===== src/rtl/wb_wrr_sched_pkg.sv =====
// Shared types and constants for the weighted round-robin Wishbone scheduler.
// Holds the CTI encodings and a clog2 helper that never returns 0.
package wb_wrr_sched_pkg;

  typedef enum logic {ST_IDLE, ST_OWN} wrr_state_e;

  localparam logic [2:0] CTI_CLASSIC = 3'b000;
  localparam logic [2:0] CTI_CONST   = 3'b001;
  localparam logic [2:0] CTI_INC     = 3'b010;
  localparam logic [2:0] CTI_EOB     = 3'b111;

  // Minimum of 1 so a single-master build still gets a usable select bus
  function automatic int clog2_min1(input int n);
    int r;
    r = 0;
    for (int i = 0; i < 31; i++)
      if ((1 << r) < n) r++;
    return (r == 0) ? 1 : r;
  endfunction

endpackage


===== src/rtl/wb_wrr_sched_pick.sv =====
// Combinational cyclic picker: first set request bit strictly after ptr,
// wrapping around, so ptr itself is considered last.
module wb_rr_pick
  import wb_wrr_sched_pkg::*;
#(
  parameter int num_masters = 2,
  parameter int sel_bits    = 1
) (
  input  logic [num_masters-1:0] req,
  input  logic [sel_bits-1:0]    ptr,
  output logic [num_masters-1:0] win,
  output logic [sel_bits-1:0]    idx,
  output logic                   any
);

  always_comb begin
    logic [sel_bits-1:0] i;
    win = '0;
    idx = '0;
    any = 1'b0;
    i   = '0;
    for (int k = 1; k <= num_masters; k++) begin
      i = sel_bits'((int'(ptr) + k) % num_masters);
      if (!any && req[i]) begin
        any    = 1'b1;
        win[i] = 1'b1;
        idx    = i;
      end
    end
  end

endmodule


===== src/rtl/wb_wrr_sched.sv =====
// Weighted round-robin grant scheduler for a shared Wishbone slave port:
// per-master transfer quotas, burst-safe handover and a stall watchdog.
module wb_wrr_sched
  import wb_wrr_sched_pkg::*;
#(
  parameter int num_masters = 2,
  parameter int weight_w    = 4,
  parameter int timeout     = 256,
  localparam int master_sel_bits = clog2_min1(num_masters)
) (
  input  logic                            wb_clk_i,
  input  logic                            wb_rst_i,
  input  logic [num_masters-1:0]          wbm_cyc_i,
  input  logic [num_masters*weight_w-1:0] wbm_weight_i,
  input  logic                            wbs_stb_i,
  input  logic [2:0]                      wbs_cti_i,
  input  logic                            wbs_ack_i,
  input  logic                            wbs_err_i,
  input  logic                            wbs_rty_i,
  output logic [num_masters-1:0]          grant_o,
  output logic [master_sel_bits-1:0]      select_o,
  output logic                            active_o,
  output logic                            timeout_o
);

  localparam int WDT_W = clog2_min1(timeout > 1 ? timeout : 2);
  localparam logic [WDT_W-1:0] TMO_LAST = WDT_W'(timeout > 0 ? timeout - 1 : 0);

  wrr_state_e                 state_q, state_d;
  logic [num_masters-1:0]     grant_d;
  logic [master_sel_bits-1:0] select_d, last_q, last_d;
  logic [weight_w-1:0]        credit_q, credit_d;
  logic [WDT_W-1:0]           wdt_q, wdt_d;
  logic                       tmo_d;

  logic [num_masters-1:0][weight_w-1:0] wt;
  assign wt = wbm_weight_i;

  logic                       own, cur_cyc, term, end_xfer, quota_out, cti_closes, stall, handover;
  logic [num_masters-1:0]     pick_req, pick_win;
  logic [master_sel_bits-1:0] pick_ptr, pick_idx;
  logic                       pick_any;
  logic [weight_w-1:0]        wt_pick, wt_cur;

  assign own        = (state_q == ST_OWN);
  assign cur_cyc    = |(wbm_cyc_i & grant_o);
  assign term       = wbs_ack_i | wbs_err_i | wbs_rty_i;
  assign end_xfer   = own && wbs_stb_i && (term || timeout_o);
  assign quota_out  = end_xfer && (credit_q <= weight_w'(1));
  assign cti_closes = !(wbs_cti_i == CTI_CONST || wbs_cti_i == CTI_INC);
  assign stall      = own && wbs_stb_i && !term;
  assign handover   = own && cur_cyc && quota_out && cti_closes && pick_any;

  // One picker serves both the idle pick and the handover pick
  assign pick_req = own ? (wbm_cyc_i & ~grant_o) : wbm_cyc_i;
  assign pick_ptr = own ? select_o : last_q;

  wb_rr_pick #(.num_masters(num_masters), .sel_bits(master_sel_bits)) u_pick (
    .req (pick_req),
    .ptr (pick_ptr),
    .win (pick_win),
    .idx (pick_idx),
    .any (pick_any)
  );

  assign wt_pick = wt[pick_idx];
  assign wt_cur  = wt[select_o];

  always_comb begin
    state_d  = state_q;
    grant_d  = grant_o;
    select_d = select_o;
    credit_d = credit_q;
    last_d   = last_q;
    wdt_d    = wdt_q;
    tmo_d    = 1'b0;
    case (state_q)
      ST_IDLE: begin
        wdt_d   = '0;
        grant_d = '0;
        if (pick_any) begin
          state_d  = ST_OWN;
          grant_d  = pick_win;
          select_d = pick_idx;
          credit_d = (wt_pick == '0) ? weight_w'(1) : wt_pick;
        end
      end
      ST_OWN: begin
        if (!cur_cyc) begin
          state_d = ST_IDLE;
          grant_d = '0;
          last_d  = select_o;
          wdt_d   = '0;
        end else begin
          if (end_xfer && credit_q != '0) credit_d = credit_q - 1'b1;
          if (quota_out && cti_closes) begin
            if (pick_any) begin
              grant_d  = pick_win;
              select_d = pick_idx;
              last_d   = pick_idx;
              credit_d = (wt_pick == '0) ? weight_w'(1) : wt_pick;
            end else begin
              credit_d = (wt_cur == '0) ? weight_w'(1) : wt_cur;
            end
          end
          // The new owner starts with a fresh watchdog window
          if (term || handover) begin
            wdt_d = '0;
          end else if (stall) begin
            if (timeout != 0 && wdt_q == TMO_LAST) begin
              wdt_d = '0;
              tmo_d = 1'b1;
            end else begin
              wdt_d = wdt_q + 1'b1;
            end
          end
        end
      end
      default: state_d = ST_IDLE;
    endcase
  end

  always_ff @(posedge wb_clk_i or posedge wb_rst_i) begin
    if (wb_rst_i) begin
      state_q   <= ST_IDLE;
      grant_o   <= '0;
      select_o  <= '0;
      credit_q  <= '0;
      wdt_q     <= '0;
      last_q    <= master_sel_bits'(num_masters - 1);
      timeout_o <= 1'b0;
    end else begin
      state_q   <= state_d;
      grant_o   <= grant_d;
      select_o  <= select_d;
      credit_q  <= credit_d;
      wdt_q     <= wdt_d;
      last_q    <= last_d;
      timeout_o <= tmo_d;
    end
  end

  assign active_o = own;

endmodule


===== config.mk =====
export PLATFORM = sky130hd
export DESIGN_NAME = wb_wrr_sched
export DESIGN_NICKNAME = d
export VERILOG_FILES = /design/src/rtl/wb_wrr_sched_pkg.sv /design/src/rtl/wb_wrr_sched_pick.sv /design/src/rtl/wb_wrr_sched.sv
export SDC_FILE = /design/constraint.sdc
export NUM_CORES = 1
export LEC_CHECK = 0
export CAP_MARGIN = 20
export CORE_MARGIN = 4
export CORE_UTILIZATION = 54
export DETAILED_ROUTE_END_ITERATION = 7
export GPL_ROUTABILITY_DRIVEN = 0
export PLACE_DENSITY = 0.81
export SLEW_MARGIN = 20
export SYNTH_ARGS = -nofsm -noshare
export SYNTH_HDL_FRONTEND = slang
export SYNTH_SLANG_ARGS = --single-unit

===== constraint.sdc =====
create_clock -name wb_clk_i -period 4.4 [get_ports wb_clk_i]
set_input_delay 1.32 -clock wb_clk_i [delete_from_list [all_inputs] [get_ports wb_clk_i]]
set_output_delay 1.32 -clock wb_clk_i [all_outputs]
set_load 0.02 [all_outputs]

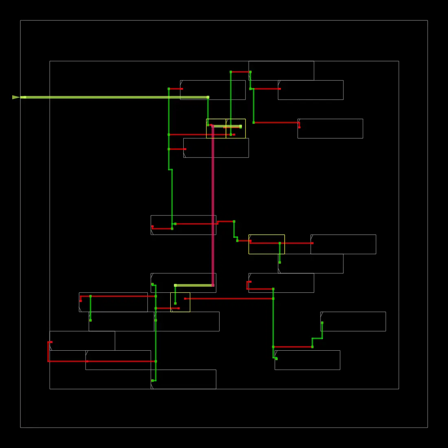
Fig. 1. Clock nets (run 1).
clock network power: 0.108 mW
layout sequential cell count: 18

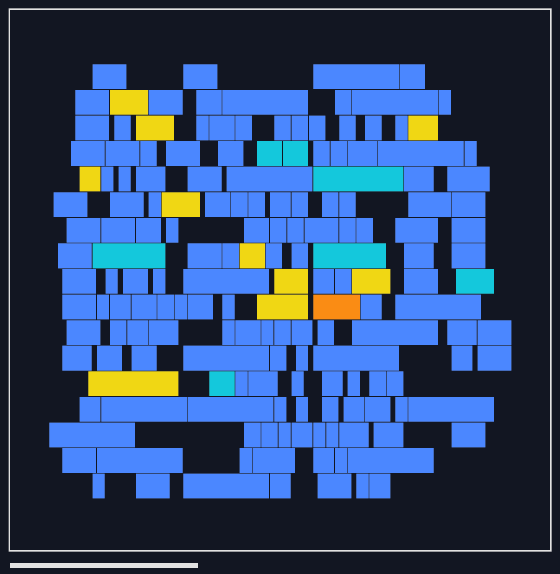
Fig. 2. Drive-strength map (run 1).
The bar under the picture is 20 um long.
drive 3 to 4 -> cyan  # cells 7, share 4.1%
drive 1 or less -> blue  # cells 151, share 89%
drive 6 and up -> orange  # cells 1, share 0.59%
drive 2 -> yellow  # cells 10, share 5.9%
Area growth syn-to-layout: 20.97%
setup slack of the critical path after layout: 1.287 ns
number of ordinary and repair buffers in the finished layout: 23
area of all placed cells without fillers: 1595 sq um

==> run notes, run 1 <==
Results of an implementation run.

The run finished with clean final reports. The arrival time of the worst setup path is 3.33 ns. The number of cells on the worst reg-to-reg path is 5. The overall die height is 57.42 um. The fraction of final layout cells with drive strength greater than 1 is 0.1065. After synthesis, the share of flip-flops with an asynchronous set or reset is 1.000. The CTS tree is done. In the final routing, the length of wire on met1 measures 1444 um. The synthesized design contains 0 enable-type register cells. The maximum number of pins on one net before global-route repair is 19. The sequential portion of the cell area is 0.2831. 24 I/O pins were placed. The top metal layer carrying routed signals is met4. The number of well taps is 28.

The number of vias in the routed layout is 1247. The flop-to-flop setup slack is 2.11 ns. The critical path's slowest cell is sky130_fd_sc_hd__or3_1. The initial antenna violation count is 0. When the netlist entered floorplanning its net count stood at 169. In this run, post-CTS repair resized a total of 0 instances. The final layout reports a setup TNS of 0 ns. After legalization and detailed placement, the total HPWL measured 2561 um. The via count of the first global-routing pass is 1221.

The global-route track usage on met3 is 0.04751. The average via count per standard cell is 6.330. For this run, the register share of the synthesized area comes to 0.3425.

Of the total synthesized cell area, the portion taken by XOR and XNOR cells is 0.03985. The core utilization at floorplan is 0.5794. The dominant kind of combinational cell is AND-OR/OR-AND gates. The number of diodes is 0. The most used flip-flop cell after synthesis is sky130_fd_sc_hd__dfrtp_1.

The number of buffers added for setup after CTS is 0. The CTS buffer count is 3. The total setup violations reported at the end of the flow is 0.

The DRC violation count after routing is 0. The endpoint of the worst-slack reg-to-reg timing path is select_o. The part of the power in combinational logic is 0.541. The synthesis log from Yosys contains 0 warnings. The total number of placement rows is 17. Hold analysis lists the worst path endpoint as last_q.

Hold analysis shows the worst path with a depth of 1. For this design the static power due to leakage is 0.6216 nW. The critical path runs through a total of 6 cells. The met3 wire length is 231 um. The share of the cycle needed by the critical path after routing is 0.7075. The number of multi-input combinational cells in the layout is 117. The global routing report lists met1 layer usage as 0.2805. By count the netlist is led by sky130_fd_sc_hd__dfrtp_1, sky130_fd_sc_hd__o21ai_0, sky130_fd_sc_hd__nor2_1. The power attributed to combinational cells is 0.457 mW. After the last flow step, the layout net total stands at 193. In the final routed layout, each cell accounts on average for 16.77 um. In the layout the commonest cells are sky130_fd_sc_hd__clkdlybuf4s50_1, sky130_fd_sc_hd__dfrtp_1, sky130_fd_sc_hd__o21ai_0.

The first-pass iteration count of the detailed router is 4. The largest single stage delay on the critical path is 0.49 ns. The sum of overflow across all layers after global routing is 0.

The report lists the cells along the critical path as clkdlybuf4s50_1 > or3_4 > o221ai_4 > o31ai_4 > or3_1 > a311oi_2. The compound-gate portion of the synthesized area is 0.2827. CTS saw 18 sinks. The startpoint of the lowest-slack register-to-register path is active_o. The combined area of all synthesized cells is 1319 sq um. The violation count after the first detailed-route iteration is 54. Setup repair after global routing left no endpoint under its margin. For this design, Yosys synthesis ends with a cell count of 146. The capturing element of the worst setup path is wdt_q[7]. The count of endpoints failing hold in the final timing report is 0.

Per the area breakdown, the dominant cell category is multi-input combinational cells. The proportion of synthesized area in mux cells is 0.06357. The main power-consuming group is combinational cells. The layout report gives the multi-input gate share of total cell area as 0.5114. The wire length of the first global-routing pass is 5547 um. The area enclosed by the die boundary is 3297 sq um. The switching part of the total is 0.4579. The internal portion of total power is 0.4571 mW.

Across all checked pins, the minimum headroom to the slew limit is 0.5347. The flow reports power dissipated in sequential cells as 0.279 mW. Dividing the synthesized area by the synthesized cell count gives 9.033 sq um.
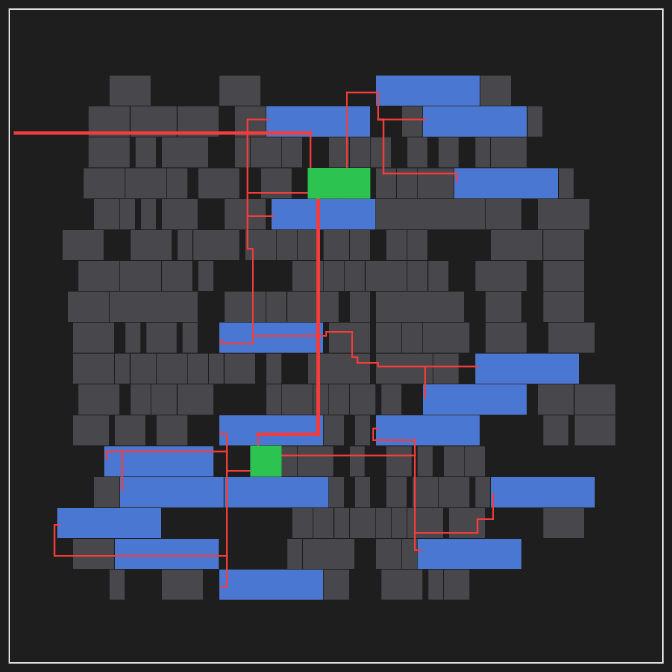
Fig. 3. Clock wires, drivers and flops (run 1).
flip-flops -> blue  # count 18
cells driving clock nets -> green  # count 3
clock wires -> red  # length 249 um
routed clock nets = 4
insertion delay at the late pin of the worst-skew pair: 0.30 ns
Fin Clk Skew: 0.005759 ns
Clk network pwr share: 0.128

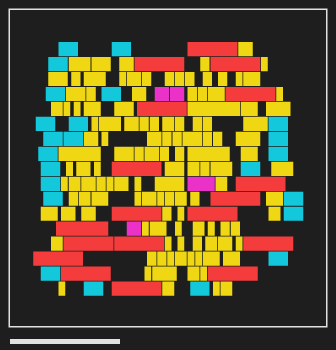
Fig. 4. Placement by cell class (run 1).
The bar under the picture is 20 um long.
all other logic -> yellow  # cells 124, share of their area 54%
other buffers and delay cells -> cyan  # cells 23, share of their area 15%
clock drivers and dummy loads -> magenta  # cells 4, share of their area 2.3%
flops -> red  # cells 18, share of their area 29%
utilization after layout: 0.7009
area inside the core boundary: 2276 sq um

==> run 2: changes to the inputs <==
CORE_UTILIZATION = 47   (was 54)
PLACE_DENSITY = 0.75   (was 0.81)
clock period = 2.51 ns   (was 4.4 ns; I/O delays follow)
==> run notes, run 2 <==
Results of an implementation run.

Outcome: finished, final reports clean (unchanged). The number of diodes is 0 (unchanged). The main power-consuming group is combinational cells (unchanged).

The share of synthesized area occupied by flip-flops and latches is 0.3425 (unchanged). The switching part of the total is 0.4424 (was 0.4579). The top metal layer carrying routed signals is met4 (unchanged). The hold path endpoint is last_q (unchanged).

The flop-to-flop setup slack came to 0.50 ns (was 2.11 ns). The dominant kind of combinational cell is AND-OR/OR-AND gates (unchanged). The cell depth of the worst min-delay path came to 1 (unchanged). The compound-gate portion of the synthesized area came to 0.2827 (unchanged).

Top cells excl fill/tap: sky130_fd_sc_hd__clkdlybuf4s50_1, sky130_fd_sc_hd__dfrtp_1, sky130_fd_sc_hd__o21ai_0 (unchanged). The post-synth tally of flip-flops with integrated enable came to 0 (unchanged). The routed wire length per instance is 15.73 um (was 16.77 um). The first-pass iteration count of the detailed router is 4 (unchanged).

The number of instances resized during post-cts repair is 0 (unchanged). The via count of the first global-routing pass is 1257 (was 1221). The part of the power in combinational logic is 0.575 (was 0.541). The critical path's slowest cell is sky130_fd_sc_hd__clkdlybuf4s50_1 (was sky130_fd_sc_hd__or3_1).

The share of power burned in the clock network was 0.119 (was 0.128). The power attributed to sequential cells is 0.475 mW (was 0.279 mW). The sum of routed wire segments on met1 is 1473 um (was 1444 um). The endpoint of the worst-slack reg-to-reg timing path is timeout_o (was select_o). The fraction of final layout cells with drive strength greater than 1 came to 0.1657 (was 0.1065). The dominant synthesized flop cell is sky130_fd_sc_hd__dfrtp_1 (unchanged). The cell total in the yosys stat output is 146 (unchanged). The number of vias in the routed layout came to 1324 (was 1247). The DRC violation count after routing is 0 (unchanged).

The violation count after the first detailed-route iteration is 72 (was 54). The met1 track demand over resource is 0.2507 (was 0.2805). The global-route track usage on met3 is 0.03617 (was 0.04751). The wire length of the first global-routing pass is 5478 um (was 5547 um). The number of cells on the worst reg-to-reg path is 7 (was 5).

The cell leakage power is 0.6771 nW (was 0.6216 nW). The worst-case headroom to the max-slew limit is 0.5321 (was 0.5347). The summed negative setup slack over all endpoints was 0 ns (unchanged). The later-pin clock latency in the skew report is 0.30 ns (about the same).

The clock sink count was 18 (unchanged). The total number of yosys warnings is 0 (unchanged). The total setup violations reported at the end of the flow is 0 (unchanged).

The setup skew after layout is 0.009631 ns (was 0.005759 ns). The number of multi-input combinational cells in the layout came to 117 (unchanged). The XOR/XNOR share of the synthesized area came to 0.03985 (unchanged). The arrival time of the worst setup path is 2.58 ns (was 3.33 ns). The final layout net count is 205 (was 193). The I/O pin count is 24 (unchanged).

The combined area of all synthesized cells is 1319 sq um (unchanged). The half-perimeter wire length after placement was 2577 um (was 2561 um). The average via count per standard cell is 6.275 (was 6.330). The met3 wire length is 181 um (was 231 um). The CTS buffer count is 3 (unchanged). The number of buffers added for setup after CTS is 0 (unchanged). The delay of the slowest critical-path stage is 0.42 ns (was 0.49 ns). The maximum number of pins on one net before global-route repair is 19 (unchanged). The share of the cycle needed by the critical path after routing is 0.9484. The initial antenna violation count is 0 (unchanged).
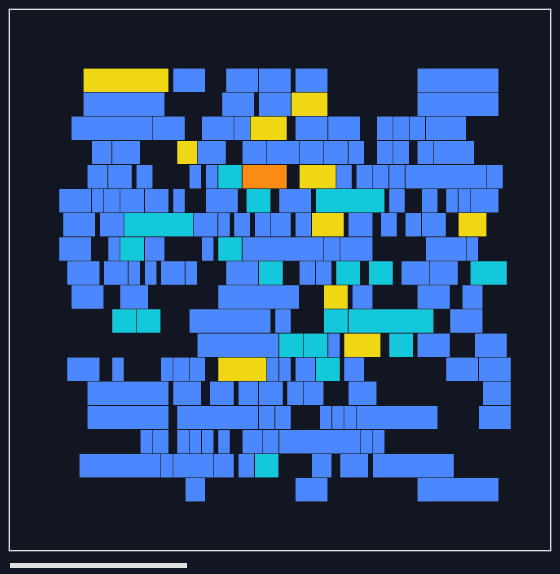
Fig. 5. Drive-strength map (run 2).
The bar under the picture is 20 um long.
drive 1 or less -> blue  # cells 151, share 83%
drive 6 and up -> orange  # cells 1, share 0.55%
drive 2 -> yellow  # cells 10, share 5.5%
drive 3 to 4 -> cyan  # cells 19, share 10%
area of all placed cells without fillers: 1688 sq um
number of ordinary and repair buffers in the finished layout: 35
setup slack of the critical path after layout: 0.1295 ns
Area growth syn-to-layout: 27.99%

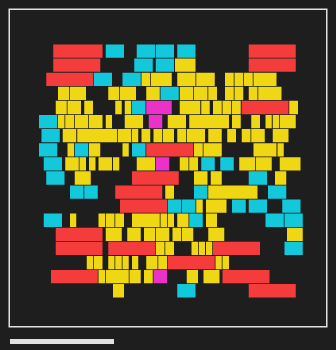
Fig. 6. Placement by cell class (run 2).
The bar under the picture is 20 um long.
all other logic -> yellow  # cells 124, share of their area 51%
other buffers and delay cells -> cyan  # cells 35, share of their area 19%
clock drivers and dummy loads -> magenta  # cells 4, share of their area 2.2%
flops -> red  # cells 18, share of their area 27%
area inside the core boundary: 2567 sq um
sequential share of cell area: 0.2676
number of core rows: 18
utilization after layout: 0.6574

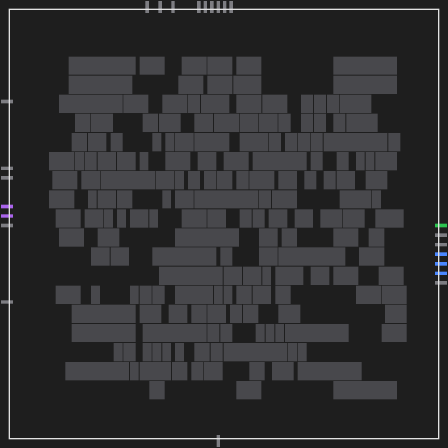
Fig. 7. Pin map (run 2).
Pins as bars across the die edge, other pins in grey.
`wbm_cyc_i` -> purple  # pins 2, direction input, edge left
`wbs_cti_i` -> blue  # pins 3, direction input, edge right
`wbs_ack_i` -> green  # pins 1, direction input, edge right
all pins by edge = 9 top, 7 left, 7 right, 1 bottom
die height: 60.97 um
width of the die: 60.97 um
tally of buffers added on design ports: 23

Power figures rest on the tool's default switching activity, not on a simulated workload.
